**config.mk**
```make
export PLATFORM = sky130hd
export DESIGN_NAME = enigma_rotor_stack
export DESIGN_NICKNAME = d
export VERILOG_FILES = /design/src/rtl/enigma_pkg.sv /design/src/rtl/enigma_rotor_map.sv /design/src/rtl/enigma_rotor_stack.sv
export SDC_FILE = /design/constraint.sdc
export NUM_CORES = 1
export LEC_CHECK = 0
export CORE_MARGIN = 2
export CORE_UTILIZATION = 30
export DETAILED_ROUTE_END_ITERATION = 8
export SYNTH_ARGS = -nofsm -noshare
export SYNTH_HDL_FRONTEND = slang
export SYNTH_SLANG_ARGS = --single-unit
```
**constraint.sdc**
```tcl
create_clock -name clk -period 7.36 [get_ports clk]
set_input_delay 1.104 -clock clk [delete_from_list [all_inputs] [get_ports clk]]
set_output_delay 1.104 -clock clk [all_outputs]
set_load 0.005 [all_outputs]
```
**src/rtl/enigma_pkg.sv**
```systemverilog
// Shared constants for the Enigma scrambler: wirings, notches, reflector, rotor order and FSM states.
package enigma_pkg;

  localparam int unsigned ALPHA = 26;
  localparam int unsigned LW    = 5;
  localparam int unsigned MAX_ROTORS = 8;

  typedef enum logic [1:0] {
    RotorI   = 2'd0,
    RotorII  = 2'd1,
    RotorIII = 2'd2
  } rotor_id_e;

  typedef enum logic [2:0] {
    StIdle,
    StStep,
    StFwd,
    StRefl,
    StBwd,
    StDone
  } state_e;

  // Forward wirings, indexed [rotor_id][contact].
  localparam logic [LW-1:0] WIRE_FWD [3][ALPHA] = '{
    '{5'd4, 5'd10, 5'd12, 5'd5, 5'd11, 5'd6, 5'd3, 5'd16, 5'd21, 5'd25, 5'd13, 5'd19, 5'd14,
      5'd22, 5'd24, 5'd7, 5'd23, 5'd20, 5'd18, 5'd15, 5'd0, 5'd8, 5'd1, 5'd17, 5'd2, 5'd9},
    '{5'd0, 5'd9, 5'd3, 5'd10, 5'd18, 5'd8, 5'd17, 5'd20, 5'd23, 5'd1, 5'd11, 5'd7, 5'd22,
      5'd19, 5'd12, 5'd2, 5'd16, 5'd6, 5'd25, 5'd13, 5'd15, 5'd24, 5'd5, 5'd21, 5'd14, 5'd4},
    '{5'd1, 5'd3, 5'd5, 5'd7, 5'd9, 5'd11, 5'd2, 5'd15, 5'd17, 5'd19, 5'd23, 5'd21, 5'd25,
      5'd13, 5'd24, 5'd4, 5'd8, 5'd22, 5'd6, 5'd0, 5'd10, 5'd12, 5'd20, 5'd18, 5'd16, 5'd14}
  };

  // Inverse wirings: WIRE_INV[r][WIRE_FWD[r][i]] == i.
  localparam logic [LW-1:0] WIRE_INV [3][ALPHA] = '{
    '{5'd20, 5'd22, 5'd24, 5'd6, 5'd0, 5'd3, 5'd5, 5'd15, 5'd21, 5'd25, 5'd1, 5'd4, 5'd2,
      5'd10, 5'd12, 5'd19, 5'd7, 5'd23, 5'd18, 5'd11, 5'd17, 5'd8, 5'd13, 5'd16, 5'd14, 5'd9},
    '{5'd0, 5'd9, 5'd15, 5'd2, 5'd25, 5'd22, 5'd17, 5'd11, 5'd5, 5'd1, 5'd3, 5'd10, 5'd14,
      5'd19, 5'd24, 5'd20, 5'd16, 5'd6, 5'd4, 5'd13, 5'd7, 5'd23, 5'd12, 5'd8, 5'd21, 5'd18},
    '{5'd19, 5'd0, 5'd6, 5'd1, 5'd15, 5'd2, 5'd18, 5'd3, 5'd16, 5'd4, 5'd20, 5'd5, 5'd21,
      5'd13, 5'd25, 5'd7, 5'd24, 5'd8, 5'd23, 5'd9, 5'd22, 5'd11, 5'd17, 5'd10, 5'd14, 5'd12}
  };

  // Turnover positions: I=Q, II=E, III=V.
  localparam logic [LW-1:0] NOTCH [3] = '{5'd16, 5'd4, 5'd21};

  localparam logic [LW-1:0] REFLECTOR_B [ALPHA] = '{
    5'd24, 5'd17, 5'd20, 5'd7, 5'd16, 5'd18, 5'd11, 5'd3, 5'd15, 5'd23, 5'd13, 5'd6, 5'd14,
    5'd10, 5'd12, 5'd8, 5'd4, 5'd1, 5'd5, 5'd25, 5'd2, 5'd22, 5'd21, 5'd9, 5'd0, 5'd19
  };

  // Rotor k (0 = rightmost) uses ROTOR_SEL[k]; the classic order is III, II, I.
  localparam rotor_id_e ROTOR_SEL [MAX_ROTORS] = '{
    RotorIII, RotorII, RotorI, RotorIII, RotorII, RotorI, RotorIII, RotorII
  };

endpackage

```
**src/rtl/enigma_rotor_map.sv**
```systemverilog
// One rotor substitution: shift into the rotor frame, look up the wiring, shift back out.
module enigma_rotor_map
  import enigma_pkg::*;
#(
  parameter int unsigned ALPHA = enigma_pkg::ALPHA,
  parameter int unsigned W     = 5
) (
  input  logic [W-1:0] letter,
  input  logic [W-1:0] pos,
  input  rotor_id_e    rotor_id,
  input  logic         inverse,
  output logic [W-1:0] mapped
);

  localparam logic [W:0] AlphaX = (W+1)'(ALPHA);

  logic [W:0]   sum;
  logic [W:0]   diff;
  logic [W-1:0] wired;

  // (WIRE[(c+p) mod ALPHA] - p) mod ALPHA, both reductions at W+1 bits.
  always_comb begin
    sum = {1'b0, letter} + {1'b0, pos};
    if (sum >= AlphaX) sum = sum - AlphaX;
    wired = inverse ? W'(WIRE_INV[rotor_id][sum[W-1:0]]) : W'(WIRE_FWD[rotor_id][sum[W-1:0]]);
    diff = {1'b0, wired} - {1'b0, pos};
    if (diff[W]) diff = diff + AlphaX;
    mapped = diff[W-1:0];
  end

endmodule

```
**src/rtl/enigma_rotor_stack.sv**
```systemverilog
// Clocked Enigma scrambler: steps the rotor stack, then walks one letter through
// rotors, reflector and back, one rotor per cycle, with valid/ready on both sides.
module enigma_rotor_stack
  import enigma_pkg::*;
#(
  parameter int unsigned ALPHA      = enigma_pkg::ALPHA,
  parameter int unsigned W          = 5,
  parameter int unsigned NUM_ROTORS = 3
) (
  input  logic                    clk,
  input  logic                    rst_n,
  input  logic                    cfg_load,
  input  logic [NUM_ROTORS*W-1:0] cfg_pos,
  input  logic                    in_valid,
  output logic                    in_ready,
  input  logic [W-1:0]            in_char,
  output logic                    out_valid,
  input  logic                    out_ready,
  output logic [W-1:0]            out_char,
  output logic                    out_err,
  output logic [NUM_ROTORS*W-1:0] rotor_pos
);

  localparam int unsigned CntW   = $clog2(NUM_ROTORS);
  localparam logic [W:0]  AlphaX = (W+1)'(ALPHA);

  state_e                state_q;
  logic [W-1:0]          pos_q [NUM_ROTORS];
  logic [W-1:0]          char_q;
  logic [CntW-1:0]       cnt_q;
  logic                  in_ready_q;
  logic                  out_valid_q;
  logic [W-1:0]          out_char_q;
  logic                  out_err_q;

  logic [W-1:0]          pos_inc   [NUM_ROTORS];
  logic [W-1:0]          cfg_slice [NUM_ROTORS];
  logic [NUM_ROTORS-2:0] at_notch;
  logic [NUM_ROTORS-1:0] do_step;
  logic [W-1:0]          map_pos;
  rotor_id_e             map_id;
  logic [W-1:0]          map_out;

  // cfg_load takes priority over a letter, so hide in_ready while it is high.
  assign in_ready  = in_ready_q & ~cfg_load;
  assign out_valid = out_valid_q;
  assign out_char  = out_char_q;
  assign out_err   = out_err_q;
  assign map_pos   = pos_q[cnt_q];
  assign map_id    = ROTOR_SEL[cnt_q];

  // Stepping decisions from pre-step positions, plus sanitised load values.
  always_comb begin
    do_step    = '0;
    do_step[0] = 1'b1;
    for (int k = 0; k < NUM_ROTORS - 1; k++) begin
      at_notch[k] = (pos_q[k] == W'(NOTCH[ROTOR_SEL[k]]));
    end
    for (int k = 1; k < NUM_ROTORS; k++) begin
      do_step[k] = at_notch[k-1];
      // Double-step: a middle rotor sitting on its own notch moves again.
      if (k < int'(NUM_ROTORS) - 1) do_step[k] = do_step[k] | at_notch[k];
    end
    for (int k = 0; k < NUM_ROTORS; k++) begin
      pos_inc[k]   = (pos_q[k] == W'(ALPHA - 1)) ? '0 : pos_q[k] + 1'b1;
      cfg_slice[k] = ({1'b0, cfg_pos[k*W +: W]} >= AlphaX) ? '0 : cfg_pos[k*W +: W];
      rotor_pos[k*W +: W] = pos_q[k];
    end
  end

  enigma_rotor_map #(
    .ALPHA(ALPHA),
    .W    (W)
  ) u_map (
    .letter  (char_q),
    .pos     (map_pos),
    .rotor_id(map_id),
    .inverse (state_q == StBwd),
    .mapped  (map_out)
  );

  // Control FSM with registered handshake outputs.
  always_ff @(posedge clk or negedge rst_n) begin
    if (!rst_n) begin
      state_q     <= StIdle;
      for (int k = 0; k < NUM_ROTORS; k++) pos_q[k] <= '0;
      char_q      <= '0;
      cnt_q       <= '0;
      in_ready_q  <= 1'b0;
      out_valid_q <= 1'b0;
      out_char_q  <= '0;
      out_err_q   <= 1'b0;
    end else begin
      unique case (state_q)
        StIdle: begin
          in_ready_q <= 1'b1;
          if (cfg_load) begin
            for (int k = 0; k < NUM_ROTORS; k++) pos_q[k] <= cfg_slice[k];
          end else if (in_valid && in_ready_q) begin
            in_ready_q <= 1'b0;
            if ({1'b0, in_char} >= AlphaX) begin
              out_char_q  <= in_char;
              out_err_q   <= 1'b1;
              out_valid_q <= 1'b1;
              state_q     <= StDone;
            end else begin
              char_q  <= in_char;
              state_q <= StStep;
            end
          end
        end
        StStep: begin
          for (int k = 0; k < NUM_ROTORS; k++) begin
            if (do_step[k]) pos_q[k] <= pos_inc[k];
          end
          cnt_q   <= '0;
          state_q <= StFwd;
        end
        StFwd: begin
          char_q <= map_out;
          if (cnt_q == CntW'(NUM_ROTORS - 1)) begin
            state_q <= StRefl;
          end else begin
            cnt_q <= cnt_q + 1'b1;
          end
        end
        StRefl: begin
          // cnt_q still points at the leftmost rotor, where the return path starts.
          char_q  <= W'(REFLECTOR_B[char_q]);
          state_q <= StBwd;
        end
        StBwd: begin
          char_q <= map_out;
          if (cnt_q == '0) begin
            out_char_q  <= map_out;
            out_err_q   <= 1'b0;
            out_valid_q <= 1'b1;
            state_q     <= StDone;
          end else begin
            cnt_q <= cnt_q - 1'b1;
          end
        end
        StDone: begin
          if (out_ready) begin
            out_valid_q <= 1'b0;
            in_ready_q  <= 1'b1;
            state_q     <= StIdle;
          end
        end
        default: state_q <= StIdle;
      endcase
    end
  end

endmodule

```
==> results.py, run 1 <==
# Auto-generated metrics
metrics = {
    "synth": {
        "yosysMostFrequentCell": "nor2_1",
        "ys_cells": 679,
        "ys_seq_frac": 0.168,
        "avgSynthCellArea_um2": 7.23,
        "postSynth.asyncResetShare": 1.00,
        "yosysChipArea_mm2": 0.00491,
        "post_synth_instance_area_mm2": 0.00491,
        "largest_area_cell": "dfrtp_1",
        "synthFlopType": "dfrtp_1",
        "yosys_warnings": 0,
        "common_cells": "nor2_1 (77), o21ai_0 (71), nand2_1 (64)",
        "ys.flops": 33,
        "synth.top_cell.area_share": 0.168,
        "topCellsByArea": "dfrtp_1 (17%), ha_1 (7.6%), o21ai_0 (7.2%)",
    },
    "worst_setup_path": {
        "critPathMaxStageDelay_ns": 0.56,
        "cp.arrival_ns": 6.81,
        "critPathRequiredTime_ns": 7.52,
        "end_kind": "register",
        "path_delay_family": "AND-OR/OR-AND gates",
        "path_depth": 26,
        "start_kind": "register",
        "r2r_cells": 26,
        "ff2ff_setup_slack_ns": 0.71,
        "critical_path_buf_inv_count": 2,
        "startpoint": "cnt_q[0]",
        "cpMostUsedCell": "ha_1",
        "criticalPathCategory": "register to register",
        "cp_slowest_cell": "dfrtp_1",
    },
    "cells_and_area": {
        "fin_cells": 915,
        "n_antenna_cell": 0,
        "area_share_nonclk_buffers": 0.0976,
        "stdcell_area_mm2": 0.00569,
        "mostFrequentLayoutCell": "nor2_1",
        "inverters": 34,
        "final_cell_mix": "nor2_1 (77), o21ai_0 (71), nand2_1 (64)",
        "logic_gate_count": 565,
        "num-clock-buffers": 7,
        "finalNetCount": 755,
        "drive_gt1_frac": 0.0615,
        "area_growth_pct": 16.0,
        "dominant_cells": "logic gates",
        "regArea_um2": 826,
        "clkCellAreaFrac": 0.0303,
        "sh_seq_area": 0.145,
        "n_all_buffers": 59,
    },
    "global_routing": {
        "grt_start_max_net_pins": 45,
        "grt_antenna_before_repair": 0,
        "grt_pass1_wl_mm": 26.3,
        "track_usage": 0.180,
    },
    "floorplanning": {
        "rows": 46,
        "die_area_mm2": 0.0174,
        "n_tap_cell": 216,
        "ios": 48,
        "die_h_um": 132,
        "die_w_um": 132,
    },
    "clock_tree": {
        "clkTransAtPathRegs_ns": 0.06,
        "postCtsSetupBuffers": 0,
        "cts_max_level": 2,
        "postCtsHoldBufs": 0,
        "clockBufferDepth": 2,
        "clk_latency_ns": 0.28,
        "cts_resized": 0,
        "cts_sinks": 33,
        "cts_tree": "yes",
    },
    "placed_design": {
        "io_buffer_count": 47,
        "place_area_mm2": 0.00552,
        "post-dp-hpwl_mm": 11.7,
        "dpl_worst_slack_ns": 0.817,
        "dp.cells": 907,
    },
    "timing": {
        "setup_violations": 0,
        "rsz0062_at_grt": "no",
        "setup_tns_ns": 0,
        "fin_skew_ns": 0.00567,
        "final_hold_viol_count": 0,
        "max_slew_margin": 0.318,
        "tightest_slew_ns": 1.02,
        "fin_hold_ws_ns": 0.480,
    },
    "min_path": {
        "hold_path_class": "register to register",
        "hold_start": "out_char[1]",
        "holdPathEnd": "out_char[1]",
        "hold_path_depth": 1,
    },
    "run": {
        "maxCapViolations": 0,
        "openroad.warnings": 39,
    },
    "status": {
        "status": "complete, no violations",
    },
    "drt": {
        "drt_iter0_markers": 922,
        "wire_per_inst_um": 17.7,
        "route.detailed.drc": 0,
        "first_pass_iters": 6,
    },
}
-- run 1: cells by family after synthesis --
| logic type | count (synthesis) | share of synthesized area |
|---|---|---|
| AOI/OAI and AO/OA | 272 | 0.382 |
| and+or+nand+nor | 224 | 0.216 |
| buffers and inverters | 81 | 0.0699 |
| DFF | 33 | 0.168 |
| xor gates and xnor gates | 15 | 0.0268 |
| muxes | 22 | 0.0518 |
| adders and majority gates | 32 | 0.0847 |
-- run 1: metal layers --
layer  vias to the layer above  wire length [um]  GRT usage
met3                        58              1100     0.0238
met2                       246              7390      0.290
met4                         0               532     0.0598
met5                         -                 0          0
li1                       2608                 -          -
met1                      2533              7190      0.249
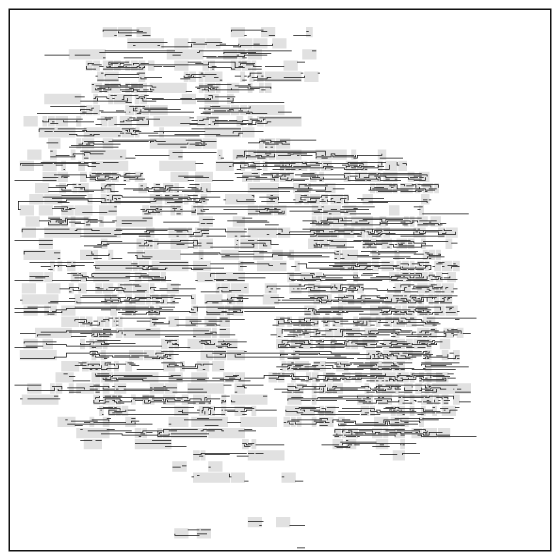
*Signal wires on met1, run 1*
Cells faint in the background.
nets with wire on the layer	695
wire length on this layer	7,190 um
main direction	horizontal
routed via count: 5,445
Routed WL: 16.2 mm
GR Layer Usage met1: 0.249

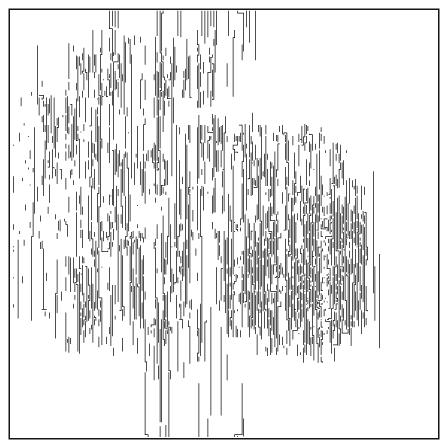
*The metal 2 layer, run 1*
longest straight run	53.4 um
nets with wire on the layer	606
main direction	vertical
wire length on this layer	7,390 um
grt met2 use: 0.290

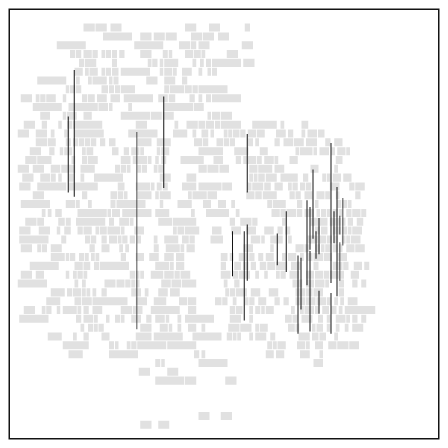
*The metal 4 layer, run 1*
Cells faint in the background.
nets with wire on the layer	23
longest straight run	60.5 um
wire length on this layer	532 um

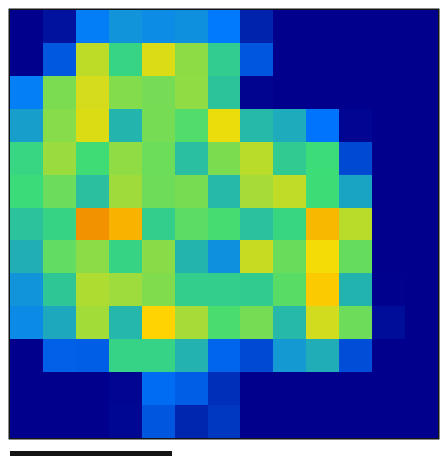
*Placement density heat map, run 1*
Scale bar: 50 um. 13 x 13 tiles, from dark blue (low) to red (high), 0 to 100% covered.
mean over tiles	31%
emptiest ninth of the die	upper right
nearly empty tiles	33%
tiles over 75% full	3.0%
fullest tile	83%
Initial Util: 0.308
core area: 0.0159 mm^2
final core utilization: 0.357

==> inputs of run 2 (changes only) <==
--- a/config.mk
+++ b/config.mk
@@ -6,8 +6,9 @@
 export NUM_CORES = 1
 export LEC_CHECK = 0
 export CORE_MARGIN = 2
-export CORE_UTILIZATION = 30
+export CORE_UTILIZATION = 59
 export DETAILED_ROUTE_END_ITERATION = 8
+export PLACE_DENSITY = 0.82
 export SYNTH_ARGS = -nofsm -noshare
 export SYNTH_HDL_FRONTEND = slang
 export SYNTH_SLANG_ARGS = --single-unit
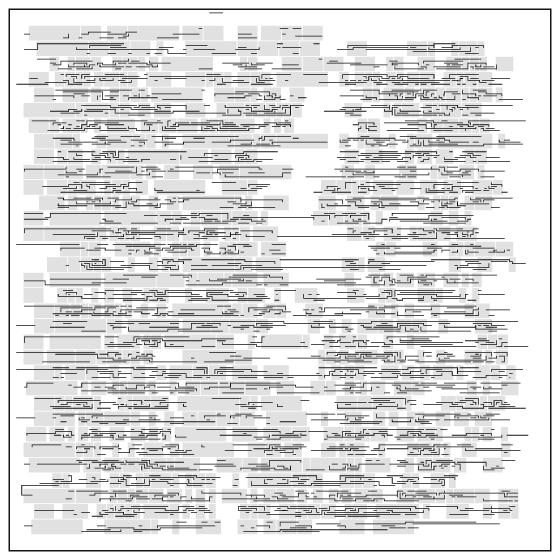
*Signal wires on met1, run 2*
Cells faint in the background.
main direction	horizontal
wire length on this layer	6,230 um
share of all routed wire	37%
Routed WL: 16.8 mm
GR Layer Usage met1: 0.460
routed via count: 5,800

==> results.py, run 2 <==
# Auto-generated metrics
metrics = {
    "status": {
        "status": "complete, no violations",
    },
    "synth": {
        "postSynth.asyncResetShare": 1.00,
        "topCellsByArea": "dfrtp_1 (17%), ha_1 (7.6%), o21ai_0 (7.2%)",
        "ys_sh_aoi": 0.382,
        "synth.top_cell.area_share": 0.168,
        "ys_seq_frac": 0.168,
        "largest_area_cell": "dfrtp_1",
        "avgSynthCellArea_um2": 7.23,
        "ys_sh_adder": 0.0847,
        "yosysChipArea_mm2": 0.00491,
        "yosys_warnings": 0,
        "synthFlopType": "dfrtp_1",
        "common_cells": "nor2_1 (77), o21ai_0 (71), nand2_1 (64)",
        "ys.flops": 33,
        "simple_gate_area_frac": 0.216,
        "synth-xor-area-share": 0.0268,
    },
    "worst_setup_path": {
        "r2r_cells": 25,
        "critPathRequiredTime_ns": 7.53,
        "path_delay_family": "AND-OR/OR-AND gates",
        "end_kind": "register",
        "critPathMaxStageDelay_ns": 0.59,
        "cpMostUsedCell": "ha_1",
        "ff2ff_setup_slack_ns": 0.53,
        "startpoint": "cnt_q[0]",
        "path_depth": 25,
        "critical_path_buf_inv_count": 2,
    },
    "timing": {
        "setup_violations": 0,
        "rsz0062_at_grt": "no",
        "setup_tns_ns": 0,
        "fin_skew_ns": 0.0102,
        "final_hold_viol_count": 0,
        "max_slew_margin": 0.420,
        "fin_hold_ws_ns": 0.488,
    },
    "floorplanning": {
        "core_area_mm2": 0.00813,
        "die_w_um": 95.2,
        "ios": 48,
        "initCoreUtil": 0.603,
    },
    "cells_and_area": {
        "area_growth_pct": 12.5,
        "finalNetCount": 757,
        "stdcell_area_mm2": 0.00552,
        "drive_gt1_frac": 0.0628,
        "n_antenna_cell": 0,
        "final_cell_mix": "nor2_1 (77), o21ai_0 (71), nand2_1 (64)",
        "fin_util": 0.679,
    },
    "global_routing": {
        "use_met2": 0.627,
        "grtUsageMet3": 0.0506,
        "grt-busiest-layer": "met2",
        "grt_antenna_before_repair": 0,
        "grt_start_max_net_pins": 45,
        "track_usage": 0.369,
    },
    "drt": {
        "wl_met3_mm": 1.63,
        "route.detailed.drc": 0,
        "met1Wirelength_mm": 6.23,
        "drt_iter0_markers": 580,
        "highest_layer": "met4",
    },
    "min_path": {
        "hold_path_depth": 2,
        "hold_path_class": "register to register",
    },
    "clock_tree": {
        "clk_latency_ns": 0.29,
        "cts_max_level": 2,
        "postCtsSetupBuffers": 0,
        "cts_tree": "yes",
        "postCtsHoldBufs": 0,
        "clkTransAtPathRegs_ns": 0.07,
    },
    "placed_design": {
        "place_area_mm2": 0.00540,
        "post-dp-hpwl_mm": 12.1,
        "io_buffer_count": 47,
    },
    "run": {
        "openroad.warnings": 39,
        "maxCapViolations": 0,
    },
}
-- run 2: cell counts after synthesis --
No cell type changed its count.
-- run 2: repair_timing --
item                       in CTS  in global routing
setup endpoints to repair       0                  1
gates resized                   0                  1
hold endpoints to repair        0                  0
-- run 2: per-stage QoR --
step / cells
after floorplan: 679
after global placement: 798
after detailed placement: 798
after CTS: 806
after global routing: 806
final: 806
-- run 2: cell type report --
type                       instances  area, um^2
multi-input combinational        565        3750
fill                             681        2610
sequential                        33         826
timing repair buffer              61         576
tap                              105         131
inverter                          34         128
clock buffer                       7        86.3
clock inverter                     1        30.0
